===== src/rtl/spi_slave_fifo.sv =====
// SPI slave with runtime mode/bit-order selection, multi-word bursts and
// TX/RX FIFOs; sclk, cs_n and mosi are oversampled in the clk domain.

module spi_slave_fifo_buf #(
  parameter int W = 8,
  parameter int D = 4
) (
  input  logic                   clk,
  input  logic                   rst_n,
  input  logic                   i_wr,
  input  logic [W-1:0]           i_wdata,
  input  logic                   i_rd,
  output logic [W-1:0]           o_rdata,
  output logic                   o_full,
  output logic                   o_empty,
  output logic [$clog2(D+1)-1:0] o_level
);
  localparam int AW = $clog2(D);
  localparam int LW = $clog2(D+1);

  logic [W-1:0]  r_mem [D];
  logic [AW-1:0] r_wr_ptr;
  logic [AW-1:0] r_rd_ptr;
  logic [LW-1:0] r_level;
  logic          w_do_wr;
  logic          w_do_rd;

  assign o_full  = (r_level == LW'(D));
  assign o_empty = (r_level == '0);
  assign o_level = r_level;
  assign o_rdata = r_mem[r_rd_ptr];
  assign w_do_wr = i_wr & ~o_full;
  assign w_do_rd = i_rd & ~o_empty;

  // NOTE: the storage is reset too, so the show-ahead head reads 0 out of reset.
  always_ff @(posedge clk or negedge rst_n) begin
    if (!rst_n) begin
      for (int i = 0; i < D; i++) r_mem[i] <= '0;
      r_wr_ptr <= '0;
      r_rd_ptr <= '0;
      r_level  <= '0;
    end else begin
      if (w_do_wr) begin
        r_mem[r_wr_ptr] <= i_wdata;
        r_wr_ptr        <= r_wr_ptr + AW'(1);
      end
      if (w_do_rd) r_rd_ptr <= r_rd_ptr + AW'(1);
      if (w_do_wr & ~w_do_rd)      r_level <= r_level + LW'(1);
      else if (w_do_rd & ~w_do_wr) r_level <= r_level - LW'(1);
    end
  end
endmodule

module spi_slave_fifo #(
  parameter int              WIDTH       = 8,
  parameter int              DEPTH       = 4,
  parameter int              SYNC_STAGES = 2,
  parameter logic [WIDTH-1:0] FILL       = {WIDTH{1'b1}}
) (
  input  logic                       clk,
  input  logic                       rst_n,
  input  logic                       sclk,
  input  logic                       cs_n,
  input  logic                       mosi,
  output logic                       miso,
  output logic                       miso_oe,
  input  logic [1:0]                 cfg_mode,
  input  logic                       cfg_lsb_first,
  input  logic                       tx_wr,
  input  logic [WIDTH-1:0]           tx_wdata,
  output logic                       tx_full,
  output logic [$clog2(DEPTH+1)-1:0] tx_level,
  input  logic                       rx_rd,
  output logic [WIDTH-1:0]           rx_rdata,
  output logic                       rx_empty,
  output logic [$clog2(DEPTH+1)-1:0] rx_level,
  output logic                       rx_word_done,
  output logic                       frame_active,
  output logic                       err_underrun,
  output logic                       err_overrun,
  output logic                       err_partial,
  input  logic                       clr_err
);
  localparam int CW = $clog2(WIDTH);

  logic [SYNC_STAGES-1:0] r_sclk_sync, r_cs_n_sync, r_mosi_sync;
  logic                   r_sclk_d, r_cs_n_d;
  logic                   r_active, r_cpol, r_cpha, r_lsb, r_load_pend;
  logic [CW-1:0]          r_bit_cnt;
  logic [WIDTH-1:0]       r_tx_sh, r_rx_sh;
  logic                   r_miso, r_word_done;
  logic                   r_err_underrun, r_err_overrun, r_err_partial;

  logic w_sclk, w_cs_n, w_mosi;
  logic w_cs_fall, w_cs_rise, w_sclk_rise, w_sclk_fall;
  logic w_lead, w_trail, w_in_frame, w_capture, w_shift;
  logic w_load, w_load_lsb, w_tx_pop, w_tx_empty, w_rx_full, w_word_end;
  logic [WIDTH-1:0] w_tx_head, w_load_word, w_rx_word;

  // NOTE: non-blocking so each stage takes the previous stage's old value.
  always_ff @(posedge clk or negedge rst_n) begin
    if (!rst_n) begin
      r_sclk_sync <= '0;
      r_cs_n_sync <= '1;
      r_mosi_sync <= '0;
      r_sclk_d    <= 1'b0;
      r_cs_n_d    <= 1'b1;
    end else begin
      r_sclk_sync <= {r_sclk_sync[SYNC_STAGES-2:0], sclk};
      r_cs_n_sync <= {r_cs_n_sync[SYNC_STAGES-2:0], cs_n};
      r_mosi_sync <= {r_mosi_sync[SYNC_STAGES-2:0], mosi};
      r_sclk_d    <= r_sclk_sync[SYNC_STAGES-1];
      r_cs_n_d    <= r_cs_n_sync[SYNC_STAGES-1];
    end
  end

  assign w_sclk      = r_sclk_sync[SYNC_STAGES-1];
  assign w_cs_n      = r_cs_n_sync[SYNC_STAGES-1];
  assign w_mosi      = r_mosi_sync[SYNC_STAGES-1];
  assign w_cs_fall   = r_cs_n_d & ~w_cs_n;
  assign w_cs_rise   = ~r_cs_n_d & w_cs_n;
  assign w_sclk_rise = ~r_sclk_d & w_sclk;
  assign w_sclk_fall = r_sclk_d & ~w_sclk;

  // Frame end takes priority over an sclk edge seen in the same cycle.
  assign w_lead     = r_cpol ? w_sclk_fall : w_sclk_rise;
  assign w_trail    = r_cpol ? w_sclk_rise : w_sclk_fall;
  assign w_in_frame = r_active & ~w_cs_rise;
  assign w_capture  = w_in_frame & (r_cpha ? w_trail : w_lead);
  assign w_shift    = w_in_frame & (r_cpha ? w_lead : w_trail);
  assign w_word_end = w_capture & (r_bit_cnt == CW'(WIDTH-1));

  // CPHA=0 loads at frame start and after each full word; CPHA=1 at bit 0.
  assign w_load      = (w_cs_fall & ~cfg_mode[0]) |
                       (w_shift & (r_cpha ? (r_bit_cnt == '0) : r_load_pend));
  assign w_load_lsb  = w_cs_fall ? cfg_lsb_first : r_lsb;
  assign w_load_word = w_tx_empty ? FILL : w_tx_head;
  assign w_tx_pop    = w_load & ~w_tx_empty;
  assign w_rx_word   = r_lsb ? {w_mosi, r_rx_sh[WIDTH-1:1]}
                             : {r_rx_sh[WIDTH-2:0], w_mosi};

  always_ff @(posedge clk or negedge rst_n) begin
    if (!rst_n) begin
      r_active       <= 1'b0;
      r_cpol         <= 1'b0;
      r_cpha         <= 1'b0;
      r_lsb          <= 1'b0;
      r_load_pend    <= 1'b0;
      r_bit_cnt      <= '0;
      r_tx_sh        <= '0;
      r_rx_sh        <= '0;
      r_miso         <= 1'b0;
      r_word_done    <= 1'b0;
      r_err_underrun <= 1'b0;
      r_err_overrun  <= 1'b0;
      r_err_partial  <= 1'b0;
    end else begin
      r_word_done    <= w_word_end;
      r_err_underrun <= (w_load & w_tx_empty) | (r_err_underrun & ~clr_err);
      r_err_overrun  <= (w_word_end & w_rx_full) | (r_err_overrun & ~clr_err);
      r_err_partial  <= (w_cs_rise & (r_bit_cnt != '0)) | (r_err_partial & ~clr_err);

      if (w_load) begin
        r_tx_sh <= w_load_word;
        r_miso  <= w_load_lsb ? w_load_word[0] : w_load_word[WIDTH-1];
      end else if (w_shift) begin
        if (r_lsb) begin
          r_tx_sh <= {1'b0, r_tx_sh[WIDTH-1:1]};
          r_miso  <= r_tx_sh[1];
        end else begin
          r_tx_sh <= {r_tx_sh[WIDTH-2:0], 1'b0};
          r_miso  <= r_tx_sh[WIDTH-2];
        end
      end

      if (w_capture) begin
        r_rx_sh   <= w_rx_word;
        r_bit_cnt <= w_word_end ? '0 : r_bit_cnt + CW'(1);
      end

      // Later assignments here override the datapath updates above.
      if (w_cs_fall) begin
        r_active    <= 1'b1;
        r_cpol      <= cfg_mode[1];
        r_cpha      <= cfg_mode[0];
        r_lsb       <= cfg_lsb_first;
        r_bit_cnt   <= '0;
        r_load_pend <= 1'b0;
      end else if (w_cs_rise) begin
        r_active    <= 1'b0;
        r_miso      <= 1'b0;
        r_bit_cnt   <= '0;
        r_rx_sh     <= '0;
        r_load_pend <= 1'b0;
      end else if (w_word_end & ~r_cpha) begin
        r_load_pend <= 1'b1;
      end else if (w_load) begin
        r_load_pend <= 1'b0;
      end
    end
  end

  spi_slave_fifo_buf #(.W(WIDTH), .D(DEPTH)) u_tx_fifo (
    .clk     (clk),
    .rst_n   (rst_n),
    .i_wr    (tx_wr),
    .i_wdata (tx_wdata),
    .i_rd    (w_tx_pop),
    .o_rdata (w_tx_head),
    .o_full  (tx_full),
    .o_empty (w_tx_empty),
    .o_level (tx_level)
  );

  spi_slave_fifo_buf #(.W(WIDTH), .D(DEPTH)) u_rx_fifo (
    .clk     (clk),
    .rst_n   (rst_n),
    .i_wr    (w_word_end),
    .i_wdata (w_rx_word),
    .i_rd    (rx_rd),
    .o_rdata (rx_rdata),
    .o_full  (w_rx_full),
    .o_empty (rx_empty),
    .o_level (rx_level)
  );

  assign miso         = r_miso;
  assign miso_oe      = r_active;
  assign frame_active = r_active;
  assign rx_word_done = r_word_done;
  assign err_underrun = r_err_underrun;
  assign err_overrun  = r_err_overrun;
  assign err_partial  = r_err_partial;
endmodule

===== config.mk =====
export PLATFORM = sky130hd
export DESIGN_NAME = spi_slave_fifo
export DESIGN_NICKNAME = d
export VERILOG_FILES = /design/src/rtl/spi_slave_fifo.sv
export SDC_FILE = /design/constraint.sdc
export NUM_CORES = 1
export LEC_CHECK = 0
export CAP_MARGIN = 10
export CORE_ASPECT_RATIO = 1.5
export CORE_MARGIN = 10
export CORE_UTILIZATION = 30
export CTS_CLUSTER_DIAMETER = 60
export DETAILED_ROUTE_END_ITERATION = 16
export SYNTH_ARGS = -nofsm -noshare
export SYNTH_HDL_FRONTEND = slang
export SYNTH_SLANG_ARGS = --single-unit

===== constraint.sdc =====
create_clock -name clk -period 2.95 [get_ports clk]
set_input_delay 0.7375 -clock clk [delete_from_list [all_inputs] [get_ports clk]]
set_output_delay 0.7375 -clock clk [all_outputs]
set_load 0.1 [all_outputs]

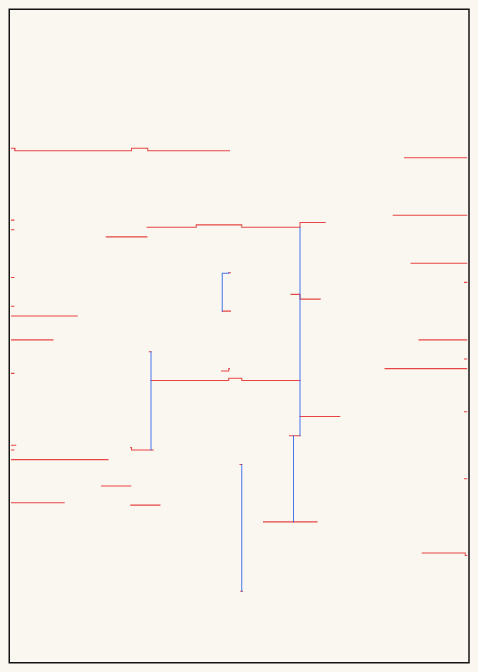
(metal layers overlaid)
Only two layers are drawn.
colour	layer	wire length
red	M3	426 µm
blue	M4	160 µm

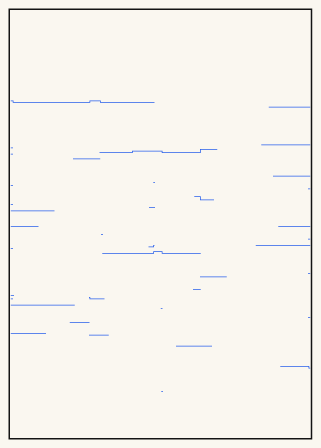
(the metal 3 layer)
share of all routed wire	4.0%
nets with wire on the layer	24
longest straight run	33.1 µm
wire length on this layer	426 µm
main direction	horizontal

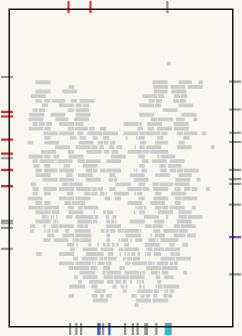
(pin map)
Pins as bars across the die edge, other pins in grey.
colour	port	pins	direction	edge
purple	rx_rd	1	input	east
cyan	rx_level	3	output	south
red	tx_wdata	8	input	6 west, 2 north
blue	cfg_mode	2	input	south
all pins by edge	17 south, 12 west, 10 east, 3 north

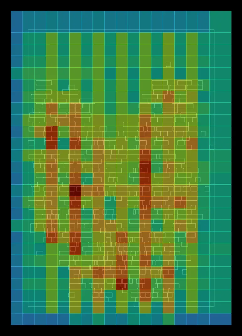
(congestion heat map)
global-route total usage across every layer: 0.0975
global routing met1 resource utilization: 0.102

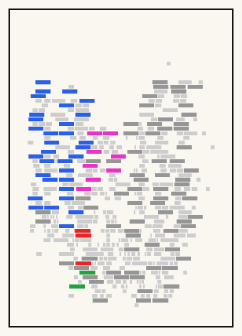
(sequential cells grouped by signal name)
Other sequential cells in the stronger grey, the rest of the logic in the fainter grey.
colour	signal	placed flops
red	u_tx_fifo.o_level	3
green	r_cs_n_sync	2
magenta	r_tx_sh	8
blue	u_tx_fifo.r_mem	32

[layout make-up]
class                           instances  share of cell area
Clock buffer                           20              0.0677
Clock inverter                         11              0.0236
Tap cell                              217              0.0403
Inverter                               18              0.0100
Multi-Input combinational cell        224               0.362
Timing Repair Buffer                   54              0.0683
Sequential cell                       115               0.428
[metal layers]
metal | track usage | share of wire | vias to the layer above
li1 | - | - | 1455
met1 | 0.102 | 0.40 | 1610
met2 | 0.171 | 0.54 | 47
met3 | 0.0323 | 0.040 | 14
met4 | 0.0447 | 0.015 | 0
met5 | 0 | 0 | -
==> job_summary.md <==
## PnR job results

| Metric | Value |
|---|---|
| Clock edge transition at the registers on the reported setup and hold paths | around 0.05 ns |
| Setup crit start | u_rx_fifo.r_rd_ptr[0] |
| Maximum buffer depth of the clock tree | 2 |
| Dominant kind of combinational cell | multiplexers |
| Antenna cells | 0 |
| Outcome | finished, final reports clean |
| Share of cells above drive strength 1 | 0.437 |
| Die Span Y | ~190 µm |
| Fin crit share | 0.920 |
| Post-synth top cells | 112 x sky130_fd_sc_hd__dfrtp_1, 85 x sky130_fd_sc_hd__mux2_2, 18 x sky130_fd_sc_hd__inv_1, 18 x sky130_fd_sc_hd__mux2i_1, 16 x sky130_fd_sc_hd__mux4_2 |
| Leak | 0.00306 µW |
| R2R Path End | u_tx_fifo.o_level[1] |
| Bufs and invs on worst path | 1 |
| Fraction of power spent switching nets | 0.327 |
| Cell depth of the worst flop-to-flop path | 10 |
| Worst path max stage delay | 0.71 ns |
| Cells along the critical path | mux4_2 -> buf_4 |
| Sw Pwr | 2150 µW |
| Detail-routed net length per standard cell | 16.3 µm |
| Count of clock tree sinks | around 120 |
| Gate count of the mapped netlist | about 370 |
| Synthesized flop and latch total | between 100 and 150 |
| Stages on the worst setup path | 2 |
| Area fraction in full adders, half adders and majority gates | 0.0418 |
| Horizontal die dimension | about 130 µm |
| Post-Synthesis Cell Area | approximately 5500 µm² |
| Worst hold slack after final layout | 0.261 ns |
| Cell Type Count | ~46 |
| Via count of the first global-routing pass | about 3,500 |
| Power dissipated in combinational cells | 2020 µW |
| Most common cell in the netlist | sky130_fd_sc_hd__dfrtp_1 |
| Number of flops mapped to enable cells by yosys | 0 |
| Remaining max-slew budget at the tightest pin | 0.516 |
| CP Capture Point | rx_rdata[0] |
| Sequential logic power | approximately 2400 µW |
| DP Area | between 6000 and 7000 µm² |
| Insertion delay of the later-clocked pin in the worst-skew pair | around 0.4 ns |
| Post-synthesis chip area from yosys | roughly 5500 µm² |
| Number of max-slew violations in the final report | 0 |
| Post-synthesis sequential area ratio | 0.528 |
| Number of placed instances, taps included | between 600 and 700 |
| Post-synthesis share of cell area spent on and-or and or-and gates | 0.0319 |
| Total of max-cap violations | 0 |
| Floorplan core density | 0.304 |
| Hold violation total from the final report | 0 |
| Worst r2r src | r_cs_n_d |
| Mean post-synth cell area | ~15 µm² |
| Layout area overhead | 23.7% |
| OpenROAD warning count | 34 |
| Area taken by flip-flops and latches | about 2900 µm² |
| Mux contribution to synthesized area | 0.288 |
| Flip-flop cell with the highest count after synthesis | sky130_fd_sc_hd__dfrtp_1 |
| Commonest cells after routing, fill and taps aside | 106 x sky130_fd_sc_hd__dfrtp_1, 85 x sky130_fd_sc_hd__mux2_2, 36 x sky130_fd_sc_hd__buf_4 |
| Power density relative to cell area | 973 nW/µm² |
| Largest regs | u_rx_fifo.r_mem: 32 flops, u_tx_fifo.r_mem: 32 flops |
| Count of instantiated cells in the yosys netlist | 370 |
| Largest net degree at the start of global routing | ~47 |
| Full die area | between 20,000 and 25,000 µm² |
| Combinational power share | 0.308 |
| Worst Max-Slew Pin Slew | around 0.73 ns |
| Worst-case register-to-register setup slack | 0.29 ns |
| Clock Power | about 2100 µW |
| End-of-flow core utilization | 0.376 |
| RSZ-0062 raised after global routing | false |
| Number of buffers added for setup after CTS | 0 |
| Clock Root Buffer | sky130_fd_sc_hd__clkbuf_16 |
| Cell type with the largest total area after synthesis | sky130_fd_sc_hd__dfrtp_1 |
| Remaining antenna violation count after routing | 0 |
| Worst hold path type | in2async |
| Main power group | registers |
| Area of all placed cells without fillers | 6740 µm² |
| Fraction of power consumed by the clock network | 0.323 |
| Count of final setup violators | 0 |
| CTS H-tree lvls | 4 |
| HPWL after detailed placement | ~7900 µm |
| Final setup skew | between 0.008 and 0.009 ns |
| Total nets after synthesis | a little over 400 |
| Highest fanout seen on the critical path | 9 |
| Simple-gate portion of the synthesized area | 0.0590 |
| Hold buffer count at cts | 0 |
| First-pass iteration count of the detailed router | 4 |
| Top cells by area in the synthesized netlist | sky130_fd_sc_hd__dfrtp_1 51%, sky130_fd_sc_hd__mux2_2 18%, sky130_fd_sc_hd__mux4_2 6.6% |
| Count of synthesis-stage warnings from yosys | 0 |
| Std-Cell Rows | ~60 |
| Seq pwr share | 0.369 |
| Int Pwr | ~4400 µW |
| Setup TNS | 0 ns |
| Wire length of the first global-routing pass | approximately 18,000 µm |
| Synthesized-area fraction occupied by xor and xnor cells | 0.0223 |
| Num CTS Buffers | 17 |
| Number of cells upsized or downsized after cts | 0 |
| Per-cell via count in the routed design | between 4 and 5 |
| Number of filler instances in the final layout | about 1,700 |
| Yosys top cell area share | 0.514 |
| Vias | roughly 3,100 |
| Drt first-iter violations | ~85 |
Power is estimated from default activity; no workload was simulated.
